File: src/rtl/writeback_arbiter.sv
// Writeback arbiter: merges single-cycle ALU results with buffered LSU results
// into one registered register-file write port, and tracks destinations of
// issued long-latency ops so decode can stall on operands still in flight.
module writeback_arbiter #(
    parameter int DEPTH = 2  // LSU buffer entries; the pointer logic assumes exactly 2
) (
    input  logic        clk,
    input  logic        rst_n,
    input  logic        alu_valid,
    input  logic [4:0]  alu_rd,
    input  logic [31:0] alu_value,
    input  logic        lsu_valid,
    output logic        lsu_ready,
    input  logic [4:0]  lsu_rd,
    input  logic [31:0] lsu_value,
    input  logic        issue_valid,
    input  logic [4:0]  issue_rd,
    input  logic [4:0]  check_rs1,
    input  logic [4:0]  check_rs2,
    output logic        rs1_busy,
    output logic        rs2_busy,
    output logic        rf_write_enable,
    output logic [4:0]  rf_write_select,
    output logic [31:0] rf_write_value,
    output logic [1:0]  lsu_count
);

    // LSU buffer state: two entries, one-bit pointers wrap naturally modulo 2.
    logic [1:0]  count_q, count_d;
    logic        wr_ptr_q, wr_ptr_d;
    logic        rd_ptr_q, rd_ptr_d;
    logic [4:0]  buf_rd_q  [DEPTH];
    logic [31:0] buf_val_q [DEPTH];

    // Pending-write scoreboard; bit 0 is kept at zero so x0 never reads busy.
    logic [31:0] busy_q, busy_d;

    // Output register to the register file.
    logic        wen_q, wen_d;
    logic [4:0]  wsel_q, wsel_d;
    logic [31:0] wval_q, wval_d;

    // Arbitration results.
    logic        lsu_xfer;
    logic        push, pop;
    logic        win_valid, win_lsu;
    logic [4:0]  win_rd;
    logic [31:0] win_val;

    // Ready looks only at current occupancy; a same-cycle pop does not open a slot.
    assign lsu_ready = (count_q < 2'(DEPTH));
    assign lsu_xfer  = lsu_valid && lsu_ready;

    // Pick the winner (ALU > buffer head > bypassed LSU) and decide push/pop.
    always_comb begin
        win_valid = 1'b0;
        win_lsu   = 1'b0;
        win_rd    = 5'd0;
        win_val   = 32'd0;
        push      = 1'b0;
        pop       = 1'b0;
        if (alu_valid) begin
            win_valid = 1'b1;
            win_rd    = alu_rd;
            win_val   = alu_value;
            push      = lsu_xfer;
        end else if (count_q != 2'd0) begin
            win_valid = 1'b1;
            win_lsu   = 1'b1;
            win_rd    = buf_rd_q[rd_ptr_q];
            win_val   = buf_val_q[rd_ptr_q];
            pop       = 1'b1;
            push      = lsu_xfer;
        end else if (lsu_xfer) begin
            win_valid = 1'b1;
            win_lsu   = 1'b1;
            win_rd    = lsu_rd;
            win_val   = lsu_value;
        end
    end

    // Buffer bookkeeping: occupancy and pointer advance.
    always_comb begin
        count_d  = count_q + {1'b0, push} - {1'b0, pop};
        wr_ptr_d = push ? ~wr_ptr_q : wr_ptr_q;
        rd_ptr_d = pop  ? ~rd_ptr_q : rd_ptr_q;
    end

    // Scoreboard next state: clear on LSU writeback, then set on issue so set wins.
    always_comb begin
        busy_d = busy_q;
        if (win_lsu) begin
            busy_d[win_rd] = 1'b0;
        end
        if (issue_valid && (issue_rd != 5'd0)) begin
            busy_d[issue_rd] = 1'b1;
        end
        busy_d[0] = 1'b0;
    end

    // Output register next state: x0 writes are consumed but never enabled.
    always_comb begin
        wen_d  = 1'b0;
        wsel_d = wsel_q;
        wval_d = wval_q;
        if (win_valid) begin
            wen_d  = (win_rd != 5'd0);
            wsel_d = win_rd;
            wval_d = win_val;
        end
    end

    // Control and output state with asynchronous reset.
    always_ff @(posedge clk or negedge rst_n) begin
        if (!rst_n) begin
            count_q  <= 2'd0;
            wr_ptr_q <= 1'b0;
            rd_ptr_q <= 1'b0;
            busy_q   <= 32'd0;
            wen_q    <= 1'b0;
            wsel_q   <= 5'd0;
            wval_q   <= 32'd0;
        end else begin
            count_q  <= count_d;
            wr_ptr_q <= wr_ptr_d;
            rd_ptr_q <= rd_ptr_d;
            busy_q   <= busy_d;
            wen_q    <= wen_d;
            wsel_q   <= wsel_d;
            wval_q   <= wval_d;
        end
    end

    // Buffer payload storage; contents are meaningless while count says empty.
    always_ff @(posedge clk) begin
        if (push) begin
            buf_rd_q[wr_ptr_q]  <= lsu_rd;
            buf_val_q[wr_ptr_q] <= lsu_value;
        end
    end

    assign rs1_busy        = (check_rs1 != 5'd0) && busy_q[check_rs1];
    assign rs2_busy        = (check_rs2 != 5'd0) && busy_q[check_rs2];
    assign rf_write_enable = wen_q;
    assign rf_write_select = wsel_q;
    assign rf_write_value  = wval_q;
    assign lsu_count       = count_q;

endmodule

File: config.mk
export PLATFORM = sky130hd
export DESIGN_NAME = writeback_arbiter
export DESIGN_NICKNAME = d
export VERILOG_FILES = /design/src/rtl/writeback_arbiter.sv
export SDC_FILE = /design/constraint.sdc
export NUM_CORES = 1
export LEC_CHECK = 0
export CAP_MARGIN = 20
export CORE_ASPECT_RATIO = 0.6
export CORE_MARGIN = 2
export CORE_UTILIZATION = 35
export CTS_BUF_LIST = sky130_fd_sc_hd__clkbuf_8 sky130_fd_sc_hd__clkbuf_16
export CTS_CLUSTER_SIZE = 14
export DETAILED_ROUTE_END_ITERATION = 16
export SYNTH_ARGS = -nofsm -noshare
export SYNTH_HDL_FRONTEND = slang
export SYNTH_SLANG_ARGS = --single-unit
File: constraint.sdc
create_clock -name clk -period 3.72 [get_ports clk]
set_clock_uncertainty 0.15 [all_clocks]
set_input_delay 0.744 -clock clk [delete_from_list [all_inputs] [get_ports clk]]
set_output_delay 0.744 -clock clk [all_outputs]
set_load 0.02 [all_outputs]
run_1/metal_stack.png
Drawn at 3 px/µm. Only two layers are drawn.
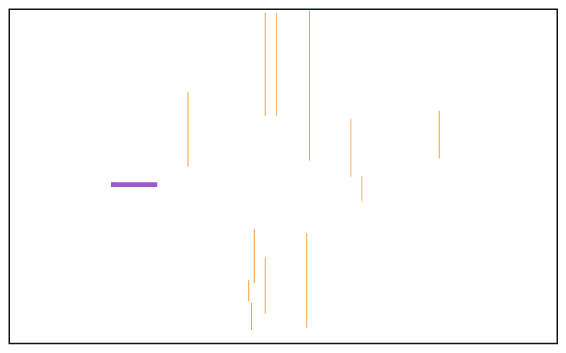
colour	layer	wire length
purple	met5	13.8 µm
orange	met4	269 µm
average wire per cell in the routed design: 19.58 µm
aggregate routed wire length: 18290 µm

run_1/met4.png
Drawn at 3 px/µm. Supply wires on this layer in grey.
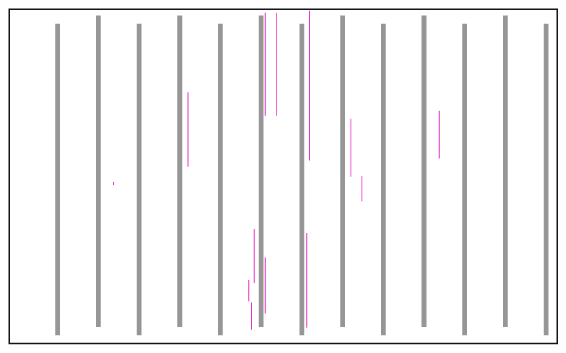
wire length on this layer	269 µm
main direction	vertical
nets with wire on the layer	10
longest straight run	49.6 µm
share of all routed wire	1.5%
detailed-route via count: 5054

==> impl_report.txt, run 1 <==
PHYSICAL IMPLEMENTATION REPORT
----------------------------------------------------
[Routing]
  Starting DRT DRC Count ........................ 469
  Antenna violation net count after detailed routing ........................ 0
  Total iterations of the first detailed-routing run ........................ 4

[Setup path]
  Startpoint type of the worst setup path ........................ input pin
  Worst setup path startpoint ........................ check_rs2[2]
  Worst Path Arrival ........................ 2.64 ns
  Most used cell, CP ........................ mux4_2
  Cell-by-cell trace of the critical path ........................ clkdlybuf4s50_1 -> buf_4 -> mux4_2 -> mux4_2 -> mux2_2 -> buf_2
  Worst path max stage delay ........................ 0.49 ns
  Register-to-register setup slack ........................ 1.06 ns
  Crit path capture ........................ rs2_busy
  Largest fanout on the critical path ........................ 5

[Die]
  TAP cells ........................ 246
  Boundary pin count ........................ 137
  Width of the die ........................ 182.2 µm
  Core box area ........................ 0.01884 mm²
  Vertical extent of the die ........................ 110.9 µm
  FP Util ........................ 0.3539

[Timing]
  Final-report max-slew violation count ........................ 0
  Slew of the pin with the lowest slew margin ........................ 0.9055 ns
  Min cycle time layout ........................ 3.532 ns
  Count of endpoints failing hold in the final timing report ........................ 0

[Yosys]
  Number of storage elements in the synthesis netlist ........................ 147
  Net count of the mapped netlist ........................ 627
  Largest family of logic cells by area ........................ multiplexers
  Area fraction in and, or, nand and nor cells ........................ 0.1068
  Mean instance size in the synthesized netlist ........................ 12.55 µm²
  Area contributors post-synth ........................ edfxtp_1 (33%), dfrtp_1 (27%), mux4_2 (6.1%)
  Cell count after synthesis ........................ 531
  Library cell with the highest instance count after synthesis ........................ nand2_1
  Mux cell area share ........................ 0.1282
  AND-OR/OR-AND share of the synthesized area ........................ 0.1256
  Share of flip-flops with an asynchronous set or reset ........................ 0.4966
  Main flop type after synthesis ........................ edfxtp_1

[CTS]
  Number of sinks handled by clock tree synthesis ........................ 147
  Post-CTS Hold Buffers ........................ 0
  Clock tree from TritonCTS ........................ built

[Run]
  Number of warning messages in the logs ........................ 26

[Finish]
  Leading cell category by total area ........................ registers
  Count of inserted antenna diode cells ........................ 1
  Layout Cells excl Fill ........................ 934
  Final net count ........................ 770
  Most frequent cells in the layout ........................ clkdlybuf4s50_1 (130), nand2_1 (78), edfxtp_1 (74)
  Invs w/o clock ........................ 4

[Run status]
  Status ........................ complete, no violations

[Hold path]
  Cell count of the worst hold path ........................ 1

[Power and ir drop]
  Reported leakage power ........................ 3.543 nW
  Overall power ........................ 6.522 mW

[Global route]
  Leftover overflow at the end of global routing ........................ 0

[Placed design]
  Count of input and output buffers ........................ 136

----------------------------------------------------
run_1/registers.png
Drawn at 3 px/µm. Other sequential cells in the stronger grey, the rest of the logic in the fainter grey.
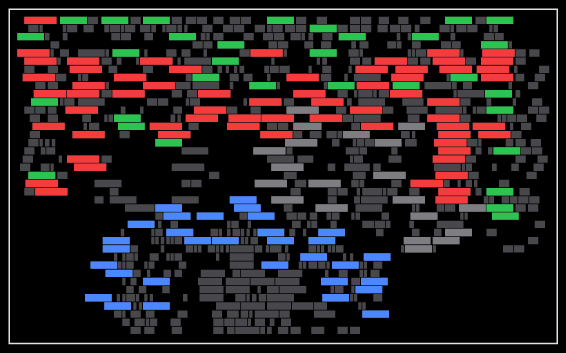
colour	netlist name	sequential cells
green	`rf_write_value`	32
red	`buf_val_q`	64
blue	`busy_q`	31
not coloured	20
sequential fraction of total cell area: 0.4469
sequential cell area in the final layout: 0.004050 mm²
core occupancy in the finished layout: 0.4811

run_1/met1.png
Drawn at 4 px/µm. Supply wires on this layer in grey.
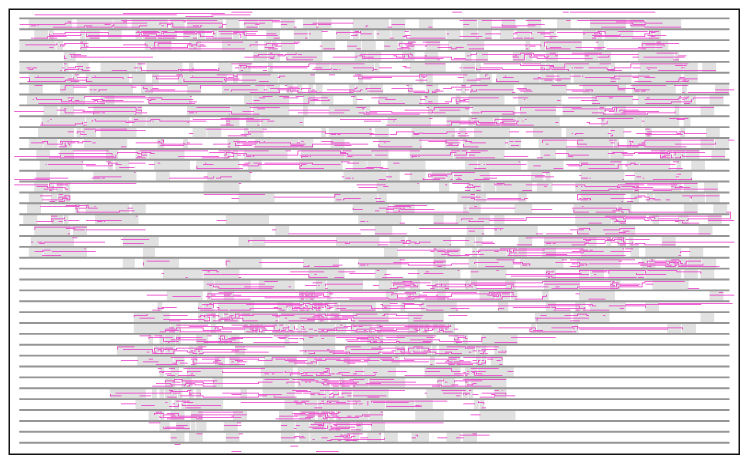
main direction	horizontal
nets with wire on the layer	698
grt met1 use: 0.2653

-- run 1: layer usage --
| metal | routed length, µm | track usage |
|---|---|---|
| met5 | 13 | 0 |
| met3 | 1363 | 0.05388 |
| met1 | 8457 | 0.2653 |
| met2 | 8185 | 0.2776 |
| met4 | 268 | 0.05968 |
-- run 1: worst register-to-register path: stages, from the launching register on --
cell,delay [ns]
dfrtp_2,0.65
mux2_2,0.40
a221oi_2,0.46
nand3_1,0.43
o31ai_1,0.36
nand2_1,0.08
-- run 1: where the power goes --
group,total (mW),internal (mW),switching (mW)
Combinational,2.21,1.06,1.15
Clock,1.72,1.04,0.680
Sequential,2.60,2.21,0.389
==> inputs of run 2 (changes only) <==
--- a/config.mk
+++ b/config.mk
@@ -7,11 +7,12 @@
 export LEC_CHECK = 0
 export CAP_MARGIN = 20
 export CORE_ASPECT_RATIO = 0.6
-export CORE_MARGIN = 2
-export CORE_UTILIZATION = 35
+export CORE_MARGIN = 4
+export CORE_UTILIZATION = 51
 export CTS_BUF_LIST = sky130_fd_sc_hd__clkbuf_8 sky130_fd_sc_hd__clkbuf_16
 export CTS_CLUSTER_SIZE = 14
 export DETAILED_ROUTE_END_ITERATION = 16
+export PLACE_DENSITY = 0.8
 export SYNTH_ARGS = -nofsm -noshare
 export SYNTH_HDL_FRONTEND = slang
 export SYNTH_SLANG_ARGS = --single-unit
run_2/met4.png
Drawn at 4 px/µm. Supply wires on this layer in grey.
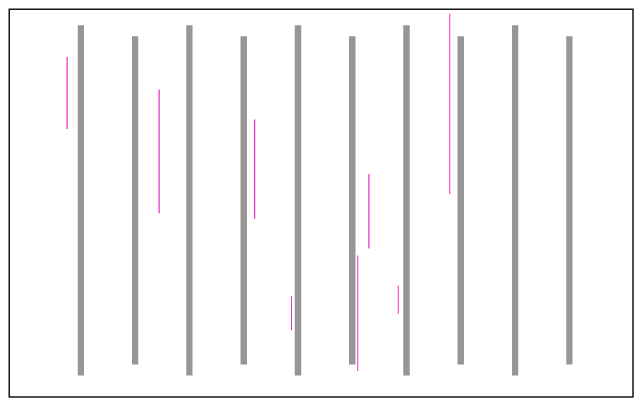
longest straight run	44.9 µm
share of all routed wire	1.0%
aggregate routed wire length: 17690 µm
detailed-route via count: 5095

run_2/met1.png
Drawn at 4 px/µm. Supply wires on this layer in grey.
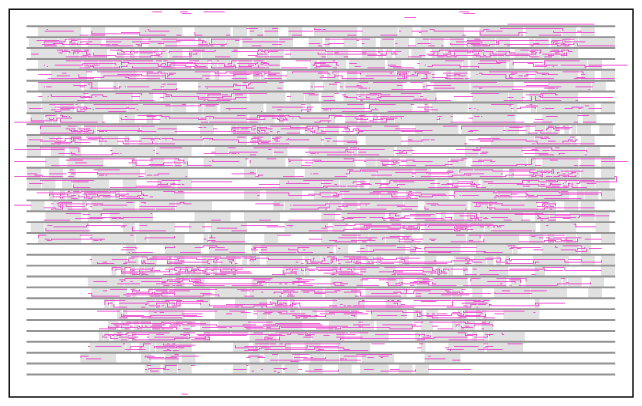
nets with wire on the layer	693
share of all routed wire	43%
main direction	horizontal
grt met1 use: 0.3266

==> run 2 against run 1 <==
  * Die size fell by 26%
  * Total power fell by 1.9%
  * Largest power group unchanged
  * Largest cell class unchanged
  * Sequential power grew 2%
  * Synthesized cell count did not move
  * Combinational power decreased by 2%
  * Maximum frequency is 0.24% lower
  * Global-route usage is 4.6 points higher
  * Worst hold slack got worse by 0.022 ns
  * Final cell count down 8.5%
==> impl_report.txt, run 2 <==
PHYSICAL IMPLEMENTATION REPORT
----------------------------------------------------
[Run]
  Number of warning messages in the logs ........................ 26 (unchanged)

[Routing]
  Total iterations of the first detailed-routing run ........................ 5 (was 4)
  Vias per std cell ........................ 5.959 (was 5.411)
  Top routing layer in use ........................ met4 (was met5)
  Starting DRT DRC Count ........................ 381 (was 469)
  Met3 Wirelength ........................ 1919 µm (was 1363 µm)
  Detailed-route wire length on metal 1 ........................ 7614 µm (was 8457 µm)
  Wire length on met2 ........................ 7980 µm (was 8185 µm)
  Average wire per cell in the routed design ........................ 20.69 µm (was 19.58 µm)
  Remaining routing DRC violations ........................ 0 (unchanged)
  Antenna violation net count after detailed routing ........................ 0 (unchanged)

[Power and ir drop]
  Switching share of power ........................ 0.3541 (was 0.3398)
  Highest-power group ........................ registers (unchanged)
  Int Power ........................ 4.135 mW (was 4.306 mW)
  Combinational power ........................ 2.17 mW (was 2.21 mW)
  Power share of the combinational group ........................ 0.340 (was 0.338)
  Max VDD drop ........................ 0.0003808 V (was 0.0003059 V)
  Clock net power ........................ 1.58 mW (was 1.72 mW)
  Share of power burned in registers ........................ 0.414 (was 0.399)
  Net Sw Power ........................ 2.266 mW (was 2.216 mW)
  Clk pwr share ........................ 0.246 (was 0.263)
  Reported leakage power ........................ 3.470 nW (was 3.543 nW)
  Power Dens Cells ........................ 722.7 mW/mm² (was 719.7 mW/mm²)
  Overall power ........................ 6.401 mW (was 6.522 mW)

[Die]
  FP Util ........................ 0.5202 (was 0.3539)
  TAP cells ........................ 170 (was 246)
  Core box area ........................ 0.01281 mm² (was 0.01884 mm²)
  Vertical extent of the die ........................ 96.55 µm (was 110.9 µm)
  Width of the die ........................ 155.6 µm (was 182.2 µm)
  Number of core rows ........................ 32 (was 39)
  Chip area ........................ 0.01502 mm² (was 0.02020 mm²)
  Boundary pin count ........................ 137 (unchanged)

[CTS]
  Clock tree from TritonCTS ........................ built (unchanged)
  Total setup buffers inserted after CTS ........................ 0 (unchanged)
  Deepest clock path buffer count ........................ 2 (unchanged)
  Number of gates resized after cts ........................ 9 (was 8)
  CTS root buf ........................ clkbuf_16 (unchanged)
  Clock buffers created by TritonCTS ........................ 17 (unchanged)
  Clock transition time at the flip-flop clock pins of the worst setup and hold paths ........................ 0.06 ns (about the same)
  Clock Latency Late Sink ........................ 0.41 ns (about the same)
  Number of sinks handled by clock tree synthesis ........................ 147 (unchanged)
  Post-CTS Hold Buffers ........................ 0 (unchanged)

[Setup path]
  Register-to-register setup slack ........................ 0.39 ns (was 1.06 ns)
  Endpoint class of the critical path ........................ output port (unchanged)
  Worst reg2reg path startpoint ........................ lsu_count[1] (was rd_ptr_q)
  Depth of the most critical reg-to-reg path ........................ 6 (was 5)
  Worst Path Arrival ........................ 2.65 ns (was 2.64 ns)
  Largest fanout on the critical path ........................ 5 (unchanged)
  Startpoint type of the worst setup path ........................ input pin (unchanged)
  Worst setup path startpoint ........................ check_rs1[1] (was check_rs2[2])
  Crit path capture ........................ rs1_busy (was rs2_busy)

[Timing]
  Count of endpoints failing hold in the final timing report ........................ 0 (unchanged)
  Final-report max-slew violation count ........................ 0 (unchanged)
  Slew of the pin with the lowest slew margin ........................ 1.048 ns (was 0.9055 ns)
  Min cycle time layout ........................ 3.541 ns (was 3.532 ns)
  Sum of negative setup slack ........................ 0 ns (unchanged)

[Run status]
  Status ........................ complete, no violations (unchanged)

[Yosys]
  Area contributors post-synth ........................ edfxtp_1 (33%), dfrtp_1 (27%), mux4_2 (6.1%) (unchanged)
  Synth area leader ........................ edfxtp_1 (unchanged)
  Synthesis warning total ........................ 0 (unchanged)
  Number of storage elements in the synthesis netlist ........................ 147 (unchanged)
  Net count of the mapped netlist ........................ 627 (unchanged)
  Main flop type after synthesis ........................ edfxtp_1 (unchanged)
  Share of flip-flops with an asynchronous set or reset ........................ 0.4966 (unchanged)
  Seq/Total Area, Yosys ........................ 0.6075 (unchanged)
  Mean instance size in the synthesized netlist ........................ 12.55 µm² (unchanged)
  Library cell with the highest instance count after synthesis ........................ nand2_1 (unchanged)
  Commonest cells post-synth ........................ nand2_1 (78), edfxtp_1 (74), dfrtp_1 (73), nor2_1 (65), mux2i_1 (37) (unchanged)
  Cell count after synthesis ........................ 531 (unchanged)

[Finish]
  Most frequent cells in the layout ........................ clkdlybuf4s50_1 (130), nand2_1 (78), edfxtp_1 (74) (unchanged)
  Logic area ........................ 0.002481 mm² (unchanged)
  Invs w/o clock ........................ 4 (unchanged)
  Sequential cell area in the final layout ........................ 0.004050 mm² (unchanged)
  Layout Cells excl Fill ........................ 855 (was 934)
  Non-clock buffers ........................ 154 (was 156)
  Fraction of layout cells with a size suffix above 1 ........................ 0.1299 (was 0.1295)
  Count of inserted antenna diode cells ........................ 0 (was 1)
  Final net count ........................ 768 (was 770)
  Leading cell category by total area ........................ registers (unchanged)
  Max reg flops ........................ 64 (unchanged)

[Global route]
  Global Route met2 Usage ........................ 0.3363 (was 0.2776)
  Routing usage on met3 ........................ 0.09969 (was 0.05388)
  Leftover overflow at the end of global routing ........................ 0 (unchanged)
  Most used routing layer ........................ met2 (unchanged)

[Hold path]
  Worst Hold Class ........................ input pin to asynchronous set/reset pin (was flop to flop)

[Placed design]
  Count of placed standard cells including taps ........................ 822 (was 897)
  Count of input and output buffers ........................ 136 (unchanged)

----------------------------------------------------
run_2/registers.png
Drawn at 4 px/µm. Other sequential cells in the stronger grey, the rest of the logic in the fainter grey.
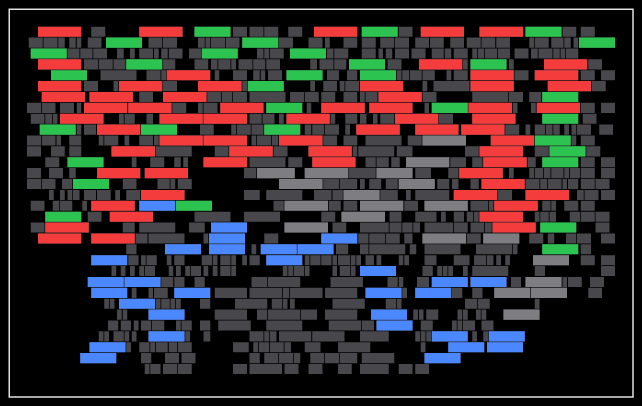
colour	netlist name	sequential cells
blue	`busy_q`	31
red	`buf_val_q`	64
green	`rf_write_value`	32
sequential fraction of total cell area: 0.4573
sequential group power: 2.65 mW
core occupancy in the finished layout: 0.6913

==> run 2: cell count changes in the layout (fill, tap and decap cells not counted), sizes merged <==
cell,delta
bufinv,-1
clkinvlp,+3
clkinv,+1
inv,+1
dlygate4sd3,-1
clkbuf,-5
diode,-1
dlymetal6s2s,-1
dlygate4sd2,+1
==> run 2: worst max-delay path, cell delays in order <==
cell and delay [ns]:
clkdlybuf4s50_1 0.63, mux4_2 0.35, mux4_2 0.48, mux2_2 0.27, buf_2 0.16
==> run 2: kinds of logic after synthesis <==
logic type               after synthesis  synth area share
AND/OR/NAND/NOR                      166            0.1068
flip-flops                           147            0.6075
AND-OR/OR-AND                        114            0.1256
multiplexers                          62            0.1282
buffers and inverters                 36           0.02290
XOR/XNOR                               4          0.005256
adder cells (fa/ha/maj)                2          0.003754
==> inputs of run 3 (changes only) <==
--- a/config.mk
+++ b/config.mk
@@ -13,6 +13,7 @@
 export CTS_CLUSTER_SIZE = 14
 export DETAILED_ROUTE_END_ITERATION = 16
 export PLACE_DENSITY = 0.8
+export REMOVE_ABC_BUFFERS = 1
 export SYNTH_ARGS = -nofsm -noshare
 export SYNTH_HDL_FRONTEND = slang
 export SYNTH_SLANG_ARGS = --single-unit
run_3/metal_stack.png
Drawn at 4 px/µm. Only two layers are drawn.
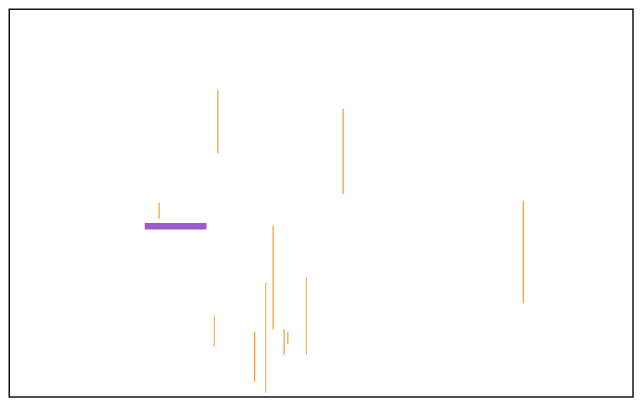
colour	layer	wire length
purple	met5	13.8 µm
orange	met4	166 µm
all-layer global routing usage: 0.2373
average wire per cell in the routed design: 20.87 µm
detailed-route via count: 5140

run_3/met1.png
Drawn at 4 px/µm. Supply wires on this layer in grey.
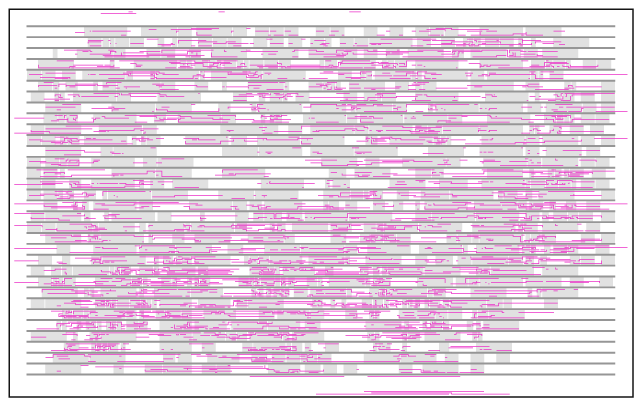
wire length on this layer	7720 µm
main direction	horizontal
longest straight run	41.9 µm
share of all routed wire	43%
nets with wire on the layer	692
aggregate routed wire length: 17830 µm
grt met1 use: 0.3350

==> run 3 against run 2 <==
  * Final area rose by 0.47%
  * Via count rose by 0.88%
  * Register-to-register slack improved by 0.71 ns
  * Maximum frequency fell by 1.5%
  * Non-clock buffer count fell by 1
  * Critical path depth did not move
  * Combinational power rose by 3%
  * Global-route usage rose by 0.43 points
  * Clock power rose by 9%
  * Sequential share of layout area fell by 0.21 points
==> impl_report.txt, run 3 <==
PHYSICAL IMPLEMENTATION REPORT
----------------------------------------------------
[Run status]
  Status ........................ complete, no violations (unchanged)

[Power and ir drop]
  Share of power burned in registers ........................ 0.394 (was 0.414)
  Clk pwr share ........................ 0.264 (was 0.246)
  Switching share of power ........................ 0.3447 (was 0.3541)
  Max VDD drop ........................ 0.0004183 V (was 0.0003808 V)
  Sequential group power ........................ 2.57 mW (was 2.65 mW)
  Int Power ........................ 4.276 mW (was 4.135 mW)
  Highest-power group ........................ registers (unchanged)
  Reported leakage power ........................ 3.495 nW (was 3.470 nW)

[CTS]
  Total setup buffers inserted after CTS ........................ 0 (unchanged)
  Clock transition time at the flip-flop clock pins of the worst setup and hold paths ........................ 0.07 ns (was 0.06 ns)
  Post-CTS Hold Buffers ........................ 0 (unchanged)

[Timing]
  Sum of negative setup slack ........................ 0 ns (unchanged)
  Slew of the pin with the lowest slew margin ........................ 0.9806 ns (was 1.048 ns)

[Yosys]
  Synth area leader ........................ edfxtp_1 (unchanged)
  Mux cell area share ........................ 0.1282 (unchanged)
  Area fraction in and, or, nand and nor cells ........................ 0.1068 (unchanged)
  Seq/Total Area, Yosys ........................ 0.6075 (unchanged)
  Area contributors post-synth ........................ edfxtp_1 (33%), dfrtp_1 (27%), mux4_2 (6.1%) (unchanged)
  Commonest cells post-synth ........................ nand2_1 (78), edfxtp_1 (74), dfrtp_1 (73), nor2_1 (65), mux2i_1 (37) (unchanged)
  Synthesis warning total ........................ 0 (unchanged)
  Mean instance size in the synthesized netlist ........................ 12.55 µm² (unchanged)
  Main flop type after synthesis ........................ edfxtp_1 (unchanged)

[Finish]
  Non-clock buffers ........................ 153 (was 154)
  Most frequent cells in the layout ........................ clkdlybuf4s50_1 (130), nand2_1 (78), edfxtp_1 (74) (unchanged)
  Leading cell category by total area ........................ registers (unchanged)
  Layout Cells excl Fill ........................ 854 (was 855)
  Invs w/o clock ........................ 4 (unchanged)
  Final net count ........................ 767 (was 768)
  Sequential fraction of total cell area ........................ 0.4551 (was 0.4573)
  Fraction of layout cells with a size suffix above 1 ........................ 0.1301 (was 0.1299)
  Max reg flops ........................ 64 (unchanged)

[Routing]
  Vias per std cell ........................ 6.019 (was 5.959)
  Starting DRT DRC Count ........................ 470 (was 381)
  Total iterations of the first detailed-routing run ........................ 5 (unchanged)
  Antenna violation net count after detailed routing ........................ 0 (unchanged)

[Global route]
  Leftover overflow at the end of global routing ........................ 0 (unchanged)

[Setup path]
  Worst setup path startpoint ........................ check_rs2[1] (was check_rs1[1])
  Worst path max stage delay ........................ 0.60 ns (was 0.63 ns)
  Largest fanout on the critical path ........................ 5 (unchanged)
  Cell-by-cell trace of the critical path ........................ clkdlybuf4s50_1 -> mux4_2 -> mux4_2 -> mux2_2 -> clkdlybuf4s15_2 (was clkdlybuf4s50_1 -> mux4_2 -> mux4_2 -> mux2_2 -> buf_2)
  Register-to-register setup slack ........................ 1.10 ns (was 0.39 ns)
  Worst path bufs/invs ........................ 2 (unchanged)
  Startpoint type of the worst setup path ........................ input pin (unchanged)
  Worst Path Arrival ........................ 2.70 ns (was 2.65 ns)
  Endpoint class of the critical path ........................ output port (unchanged)
  Family of cells with the greatest summed delay on the critical path ........................ multiplexers (unchanged)
  Instance count on the critical path ........................ 5 (unchanged)

[Die]
  TAP cells ........................ 170 (unchanged)
  Boundary pin count ........................ 137 (unchanged)
  Width of the die ........................ 155.6 µm (unchanged)
  Chip area ........................ 0.01502 mm² (unchanged)

[Hold path]
  Worst Hold Class ........................ input pin to asynchronous set/reset pin (unchanged)

[Run]
  Number of warning messages in the logs ........................ 25 (was 26)

----------------------------------------------------
run_3/final_congestion.png
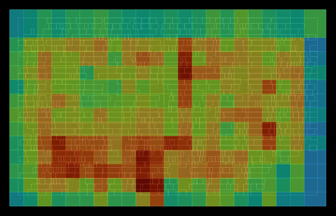
most used routing layer: met2
Global Route met2 Usage: 0.3507
routing usage on met3: 0.08767
core occupancy in the finished layout: 0.6945

## run 3: cell counts after synthesis
No cell type changed its count.
## run 3: per-layer routing
layer | routed length, µm | GRT usage | part of all wire | vias up
li1 | - | - | - | 2305
met1 | 7724 | 0.3350 | 0.43 | 2551
met2 | 8007 | 0.3507 | 0.45 | 256
met3 | 1914 | 0.08767 | 0.11 | 26
met4 | 166 | 0.06191 | 0.0093 | 2
met5 | 13 | 0 | 0.00073 | -
## run 3: worst reg2reg max path, delay by kind of cell (launching register included)
family / cells / cell delay [ns]
AND-OR/OR-AND: 3 / 0.90
buffers and inverters: 1 / 0.38
AND/OR/NAND/NOR: 2 / 0.51
flip-flops: 1 / 0.56
Power figures rest on the tool's default switching activity, not on a simulated workload.
